## src/rtl/math_pkg.sv

```systemverilog
// math_pkg: helpers and the add/sub operation encoding shared across the math datapath.
package math_pkg;

   typedef enum logic {ADD = 1'b0, SUB = 1'b1} addsub_op_e;

   function automatic int ceil_division(input int num, input int den);
      return (num + den - 1) / den;
   endfunction

   function automatic int min(input int a, input int b);
      return (a < b) ? a : b;
   endfunction

endpackage

```

## src/rtl/addsub_chunk.sv

```systemverilog
// addsub_chunk: one combinational W-bit slice of the adder/subtractor.
// For subtract, ci_i is the borrow-in and co_o the borrow-out, so slices chain the same way for both ops.
module addsub_chunk
   import math_pkg::*;
#(
   parameter int W = 8
) (
   input  logic [W-1:0] a_i,
   input  logic [W-1:0] b_i,
   input  logic         op_i,
   input  logic         ci_i,
   output logic [W-1:0] s_o,
   output logic         co_o
);

   logic         is_sub;
   logic [W-1:0] b_eff;
   logic         cin_eff;
   logic [W:0]   sum;

   assign is_sub  = (addsub_op_e'(op_i) == SUB);
   assign b_eff   = is_sub ? ~b_i : b_i;
   assign cin_eff = is_sub ? ~ci_i : ci_i;
   assign sum     = {1'b0, a_i} + {1'b0, b_eff} + {{W{1'b0}}, cin_eff};
   assign s_o     = sum[W-1:0];
   assign co_o    = is_sub ? ~sum[W] : sum[W];

endmodule

```

## src/rtl/pipelined_addsub.sv

```systemverilog
// pipelined_addsub: chunked, fully pipelined add/sub with a global-stall valid/ready handshake.
// Define PIPELINED_ADDSUB_OVERFLOW_EN to build the signed-overflow output; otherwise it reads 0.
module pipelined_addsub
   import math_pkg::*;
#(
   parameter int WIDTH = 32,
   parameter int CHUNK = 8
) (
   input  logic             clk,
   input  logic             rst_n,
   input  logic             in_valid,
   output logic             in_ready,
   input  logic             op,
   input  logic [WIDTH-1:0] in1,
   input  logic [WIDTH-1:0] in2,
   output logic             out_valid,
   input  logic             out_ready,
   output logic [WIDTH-1:0] out,
   output logic             carry,
   output logic             overflow
);

   localparam int STAGES  = ceil_division(WIDTH, CHUNK);
   localparam int LAST_SW = WIDTH - (STAGES - 1) * CHUNK;

   logic advance;

   assign advance  = !out_valid || out_ready;
   assign in_ready = advance;

   // Stage gi resolves bits [HI:LO]; res_q carries all finished low slices, g_fwd the unused high operands.
   for (genvar gi = 0; gi < STAGES; gi++) begin : g_stage
      localparam int LO = gi * CHUNK;
      localparam int SW = min(CHUNK, WIDTH - LO);
      localparam int HI = LO + SW - 1;

      logic [SW-1:0] a_slice, b_slice, s_slice;
      logic          op_in, ci_in, valid_in, cy_d;
      logic [HI:0]   res_d;
      logic          valid_q, cy_q;
      logic [HI:0]   res_q;

      if (gi == 0) begin : g_src
         assign a_slice  = in1[HI:LO];
         assign b_slice  = in2[HI:LO];
         assign op_in    = op;
         assign ci_in    = 1'b0;
         assign valid_in = in_valid;
         assign res_d    = s_slice;
      end else begin : g_src
         assign a_slice  = g_stage[gi-1].g_fwd.a_q[HI:LO];
         assign b_slice  = g_stage[gi-1].g_fwd.b_q[HI:LO];
         assign op_in    = g_stage[gi-1].g_fwd.op_q;
         assign ci_in    = g_stage[gi-1].cy_q;
         assign valid_in = g_stage[gi-1].valid_q;
         assign res_d    = {s_slice, g_stage[gi-1].res_q};
      end

      addsub_chunk #(.W(SW)) u_chunk (
         .a_i  (a_slice),
         .b_i  (b_slice),
         .op_i (op_in),
         .ci_i (ci_in),
         .s_o  (s_slice),
         .co_o (cy_d)
      );

      always_ff @(posedge clk or negedge rst_n) begin
         if (!rst_n) begin
            valid_q <= 1'b0;
            cy_q    <= 1'b0;
            res_q   <= '0;
         end else if (advance) begin
            valid_q <= valid_in;
            cy_q    <= cy_d;
            res_q   <= res_d;
         end
      end

      if (gi < STAGES - 1) begin : g_fwd
         logic                 op_q;
         logic [WIDTH-1:HI+1]  a_up, b_up;
         logic [WIDTH-1:HI+1]  a_q, b_q;

         if (gi == 0) begin : g_up
            assign a_up = in1[WIDTH-1:HI+1];
            assign b_up = in2[WIDTH-1:HI+1];
         end else begin : g_up
            assign a_up = g_stage[gi-1].g_fwd.a_q[WIDTH-1:HI+1];
            assign b_up = g_stage[gi-1].g_fwd.b_q[WIDTH-1:HI+1];
         end

         always_ff @(posedge clk or negedge rst_n) begin
            if (!rst_n) begin
               op_q <= 1'b0;
               a_q  <= '0;
               b_q  <= '0;
            end else if (advance) begin
               op_q <= op_in;
               a_q  <= a_up;
               b_q  <= b_up;
            end
         end
      end
   end

   assign out_valid = g_stage[STAGES-1].valid_q;
   assign out       = g_stage[STAGES-1].res_q;
   assign carry     = g_stage[STAGES-1].cy_q;

`ifdef PIPELINED_ADDSUB_OVERFLOW_EN
   // Sign bits come from the last slice's operands, which already travel with the transaction.
   logic ovf_q, ovf_d, a_msb, b_msb, r_msb, last_sub;

   assign a_msb    = g_stage[STAGES-1].a_slice[LAST_SW-1];
   assign b_msb    = g_stage[STAGES-1].b_slice[LAST_SW-1];
   assign r_msb    = g_stage[STAGES-1].s_slice[LAST_SW-1];
   assign last_sub = (addsub_op_e'(g_stage[STAGES-1].op_in) == SUB);
   assign ovf_d    = (last_sub ? (a_msb != b_msb) : (a_msb == b_msb)) && (r_msb != a_msb);

   always_ff @(posedge clk or negedge rst_n) begin
      if (!rst_n) begin
         ovf_q <= 1'b0;
      end else if (advance) begin
         ovf_q <= ovf_d;
      end
   end

   assign overflow = ovf_q;
`else
   assign overflow = 1'b0;
`endif

endmodule

```

## config.mk

```make
export PLATFORM = sky130hd
export DESIGN_NAME = pipelined_addsub
export DESIGN_NICKNAME = d
export VERILOG_FILES = /design/src/rtl/math_pkg.sv /design/src/rtl/addsub_chunk.sv /design/src/rtl/pipelined_addsub.sv
export SDC_FILE = /design/constraint.sdc
export NUM_CORES = 1
export LEC_CHECK = 0
export CORE_ASPECT_RATIO = 1.2
export CORE_MARGIN = 2
export CORE_UTILIZATION = 64
export CTS_CLUSTER_DIAMETER = 150
export DETAILED_ROUTE_END_ITERATION = 10
export DONT_BUFFER_PORTS = 1
export GPL_TIMING_DRIVEN = 0
export PLACE_DENSITY = 0.79
export SLEW_MARGIN = 15
export SYNTH_ARGS = -nofsm -noshare
export SYNTH_HDL_FRONTEND = slang
export SYNTH_HIERARCHICAL = 1
export SYNTH_SLANG_ARGS = --single-unit
```

## constraint.sdc

```tcl
create_clock -name clk -period 2.79 [get_ports clk]
set_input_delay 0.4185 -clock clk [delete_from_list [all_inputs] [get_ports clk]]
set_output_delay 0.4185 -clock clk [all_outputs]
set_load 0.005 [all_outputs]
```

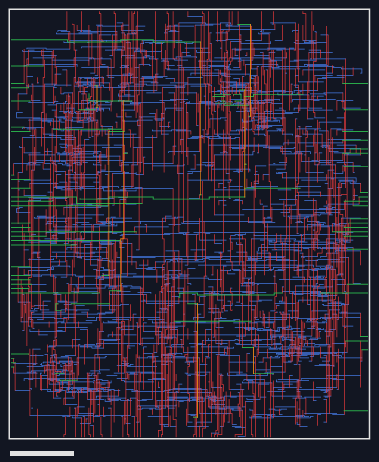
layers.png
The bar under the picture is 20 um long.
M1 -> blue  # wire length 6380 um
M4 -> orange  # wire length 265 um
M2 -> red  # wire length 8260 um
M3 -> green  # wire length 797 um

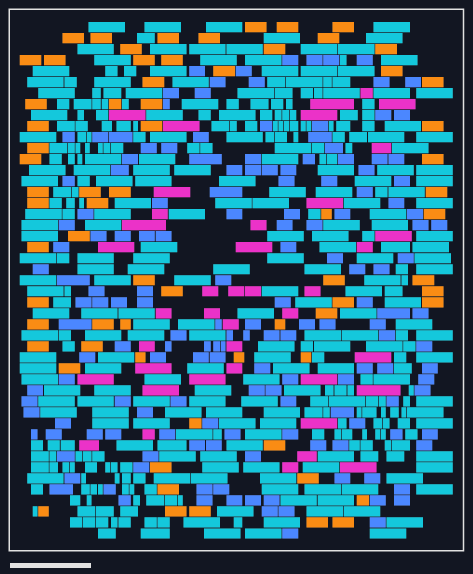
sizing.png
The bar under the picture is 20 um long.
x1 and smaller -> cyan  # cells 367, most used dfrtp_1
x6 and larger -> magenta  # cells 40, most used clkbuf_16
x3 and x4 -> orange  # cells 68, most used mux2_4
x2 -> blue  # cells 161, most used mux2_2

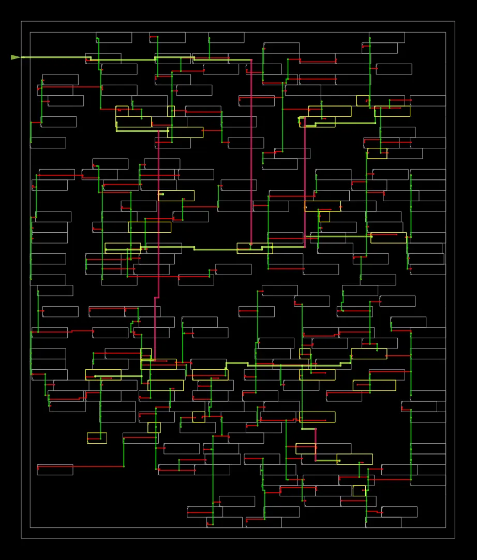
clock_nets.png
number of clock buffers inserted by TritonCTS: 17
setup clock skew after layout: 0.0113 ns
insertion delay to the later sink of the worst-skew pair: 0.42 ns

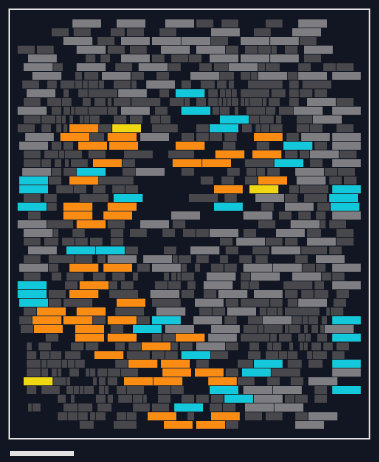
ff_map.png
The bar under the picture is 20 um long. Other sequential cells in the stronger grey, the rest of the logic in the fainter grey.
`g_stage.res_q` -> orange  # placed flops 48
`out` -> cyan  # placed flops 32, where all over the die
`g_stage.cy_q` -> yellow  # placed flops 3
not coloured = 104

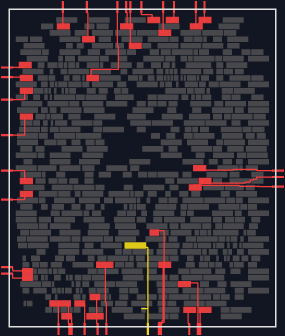
port_trees.png
`out_valid` -> yellow  # direction output, edge south, end cells 1, buffers 0, wire 36.5 um
`in1` -> red  # direction input, edge 11 south, 10 north, 8 west, 3 east, end cells 33, buffers 0, wire 480 um

==> flow_results.xml <==
<?xml version="1.0" encoding="UTF-8"?>
<metrics>
  <group name="yosys">
    <metric name="synth.yosys.chip_area" unit="mm2">0.00893</metric>
    <metric name="synth_cell_type_count" unit="">31</metric>
    <metric name="synth.logic.top_family" unit="">multiplexers</metric>
    <metric name="post_synth_instance_area" unit="mm2">0.00893</metric>
    <metric name="syn_area_per_cell" unit="um2">14.8</metric>
    <metric name="seq_area_frac_synth" unit="%">52.4</metric>
    <metric name="yosys-mux-area-fraction" unit="%">26.3</metric>
    <metric name="xor_area_share" unit="%">5.88</metric>
    <metric name="synth_adder_area_share" unit="%">5.72</metric>
    <metric name="simple_gate_area_share" unit="%">2.72</metric>
    <metric name="compound_area_share" unit="%">4.03</metric>
    <metric name="synthCells" unit="">603</metric>
    <metric name="yosys_register_bits" unit="">187</metric>
  </group>
  <group name="pwr">
    <metric name="cellInternalPower" unit="mW">8.90</metric>
    <metric name="power.sequential.fraction" unit="%">35.2</metric>
    <metric name="switching_power" unit="mW">4.55</metric>
    <metric name="sw_frac_of_total" unit="%">33.8</metric>
    <metric name="power_density" unit="mW/mm2">1370</metric>
    <metric name="finalPower" unit="mW">13.5</metric>
    <metric name="irDropWorstVdd" unit="mV">0.933</metric>
    <metric name="p_clk_share" unit="%">18.6</metric>
  </group>
  <group name="layout">
    <metric name="antenna_cells_inserted" unit="">0</metric>
    <metric name="layout_cells_excl_fill" unit="">807</metric>
    <metric name="most-common-layout-cells" unit="">187 x dfrtp_1, 128 x mux2_2, 58 x mux2_4</metric>
    <metric name="finish.utilization" unit="%">71.5</metric>
    <metric name="final_nets" unit="">728</metric>
    <metric name="layout_top_cell_excl_fill_tap" unit="">dfrtp_1</metric>
  </group>
  <group name="floorplan">
    <metric name="die_x" unit="um">112</metric>
    <metric name="rows" unit="">47</metric>
    <metric name="fp.coreArea" unit="mm2">0.0137</metric>
    <metric name="floorplan.initialDensity" unit="%">65.2</metric>
    <metric name="chipHeight" unit="um">133</metric>
  </group>
  <group name="setup_path">
    <metric name="worst-path-max-fanout" unit="">10</metric>
    <metric name="timing.critical_path.arrival" unit="ns">2.98</metric>
    <metric name="slowest_delay" unit="ns">0.45</metric>
    <metric name="timing.setup.critical_path_class" unit="">reg -&gt; reg</metric>
    <metric name="crit_path_cell_trace" unit="">clkbuf_4 &gt; xor2_1 &gt; fa_1 &gt; fa_2 &gt; a21oi_2 &gt; o22ai_1 &gt; or2_1 &gt; xor2_1 &gt; mux2_2</metric>
    <metric name="timing.critical_path.from_type" unit="">flip-flop</metric>
    <metric name="cp_data_required_time" unit="ns">3.10</metric>
    <metric name="cp_slowest_cell" unit="">fa_1</metric>
    <metric name="critPathMostFrequentCell" unit="">xor2_1</metric>
    <metric name="critical_path.top_delay_family" unit="">adder cells</metric>
  </group>
  <group name="run">
    <metric name="log.warning_count" unit="">31</metric>
  </group>
  <group name="global_routing">
    <metric name="grt_antenna_before_repair" unit="">0</metric>
    <metric name="global_route.overflow_total" unit="">0</metric>
    <metric name="via_count_of_the_first_global_routing_pass" unit="">5103</metric>
    <metric name="pin_count_of_the_biggest_net_entering_global_routing" unit="">188</metric>
    <metric name="grt_first_pass_wirelength" unit="mm">26.0</metric>
    <metric name="grt.total_usage" unit="%">22.3</metric>
  </group>
  <group name="place">
    <metric name="place_congestion" unit="">0.803</metric>
    <metric name="io_buffer_count" unit="">0</metric>
    <metric name="hpwl" unit="mm">10.9</metric>
    <metric name="dpl.cell_count" unit="">775</metric>
  </group>
  <group name="final_timing">
    <metric name="setup_repair_after_global_routing_missed_its_margin" unit="">true</metric>
    <metric name="maxClockFrequency" unit="MHz">374</metric>
    <metric name="whs" unit="ns">-0.317</metric>
    <metric name="number_of_max_slew_violations_in_the_final_report" unit="">0</metric>
    <metric name="finalCriticalPeriod" unit="ns">2.67</metric>
    <metric name="timing.final.hold_violations" unit="">187</metric>
  </group>
  <group name="clocking">
    <metric name="path_clk_slew" unit="ns">0.07</metric>
    <metric name="cts_root_buffer" unit="">clkbuf_16</metric>
    <metric name="cts_num_sinks" unit="">187</metric>
    <metric name="cts_buffer_depth" unit="">2</metric>
    <metric name="cts.htree.levels" unit="">4</metric>
  </group>
  <group name="detailed_routing">
    <metric name="detail_route.wirelength.met1" unit="mm">6.38</metric>
    <metric name="met3_wirelength" unit="um">796</metric>
    <metric name="wl_per_cell" unit="um">19.5</metric>
    <metric name="detailroute.wirelength.met2" unit="mm">8.26</metric>
    <metric name="drcViolationCount" unit="">0</metric>
    <metric name="routed_via_density" unit="">5.82</metric>
    <metric name="postRouteAntennaNets" unit="">0</metric>
    <metric name="final_wirelength" unit="mm">15.7</metric>
    <metric name="detail_route.iter0.violations" unit="">248</metric>
  </group>
  <group name="worst_hold_path">
    <metric name="worstHoldPathType" unit="">in -&gt; async</metric>
  </group>
  <group name="status">
    <metric name="run_status" unit="">finished, violations left</metric>
    <metric name="violations" unit="">negative hold slack</metric>
  </group>
</metrics>
## sequential cells by signal (all words and copies together), names as in the netlist
name	cells
carry	1
g_stage.valid_q	3
g_stage.g_fwd.a_q	48
out_valid	1
g_stage.g_fwd.op_q	3
g_stage.res_q	48
g_stage.g_fwd.b_q	48
out	32
g_stage.cy_q	3
## power by group through the flow
stage | clock network, mW | registers [mW] | logic [mW]
finish | 2.50 | 4.74 | 6.21
global route | 2.66 | 4.89 | 6.83
CTS | 2.54 | 4.75 | 6.21
detailed placement | 0 | 4.78 | 6.14
global placement | 0 | 4.72 | 5.85
floorplan | 0 | 4.48 | 5.18
## synth_stat cells, drive strengths merged
master | n | share of area, %
a211oi | 4 | 0.50
a21oi | 16 | 1.2
buf | 26 | 2.5
conb | 1 | 0.042
dfrtp | 187 | 52
fa | 8 | 1.8
ha | 28 | 3.9
inv | 9 | 0.38
mux2 | 186 | 26
mux2i | 4 | 0.45
nand2 | 4 | 0.17
nand2b | 5 | 0.35
nand3 | 12 | 0.67
nor2 | 16 | 0.67
nor2b | 5 | 0.35
nor3 | 4 | 0.22
o21a | 4 | 0.34
o21ai | 8 | 0.45
o221a | 4 | 0.50
o22ai | 4 | 0.28
o41ai | 4 | 0.73
or2 | 4 | 0.28
xnor2 | 16 | 1.6
xor2 | 44 | 4.3
## path summary, 6_finish.rpt
| path | from | end | slack (ns) | depth (start not counted) |
|---|---|---|---|---|
| setup / recovery | g_stage[2].g_fwd.op_q | out[30] | 0.12 | 9 |
| hold reg to reg | g_stage[2].valid_q | out_valid | 0.48 | 1 |
| setup reg to reg | g_stage[2].g_fwd.op_q | out[30] | 0.12 | 9 |
| hold / removal | rst_n | out[26] | -0.32 | 0 |
| min in group clk | in2[30] | g_stage[0].g_fwd.b_q[30] | 0.14 | 1 |
| max in group asynchronous | rst_n | g_stage[0].g_fwd.b_q[23] | 2.82 | 0 |
## what timing repair did
action,4_1_cts,5_1_grt
endpoints found under the hold margin,187,187
pin swaps,0,1
endpoints found under the setup margin,3,6
resized,2,7
setup buffers,0,0
## metrics by stage
| step | setup TNS (ns) | instance area, um2 | setup WS [ns] |
|---|---|---|---|
| floorplan | 0 | 8930 | 0.187 |
| global placement | 0 | 9150 | 0.0175 |
| detailed placement | -0.0113 | 9150 | -0.00467 |
| CTS | 0 | 9780 | 0.0185 |
| global route | -0.0300 | 9800 | -0.0300 |
| finish | 0 | 9800 | 0.120 |
## worst reg2reg max path, cell delays in order, from the launching register on
cell and delay, ns:
dfrtp_1 0.37, clkbuf_4 0.22, xor2_1 0.21, fa_1 0.45, fa_2 0.39, a21oi_2 0.16
o22ai_1 0.13, or2_1 0.24, xor2_1 0.14, mux2_2 0.26
## layer usage
| metal | vias up | track usage [%] |
|---|---|---|
| met5 | - | 0 |
| met1 | 2409 | 27.7 |
| li1 | 2160 | - |
| met4 | 0 | 6.65 |
| met3 | 21 | 6.05 |
| met2 | 105 | 38.5 |
## layout make-up
type                            count  area [um2]
Inverter                            9        33.8
Fill cell                         909        3900
Buffer                             26         234
Sequential cell                   187        4680
Clock inverter                     12         161
Tap cell                          171         214
Clock buffer                       20         467
Multi-Input combinational cell    382        4010
No activity file was given, so power comes from the tool's default toggle rates.
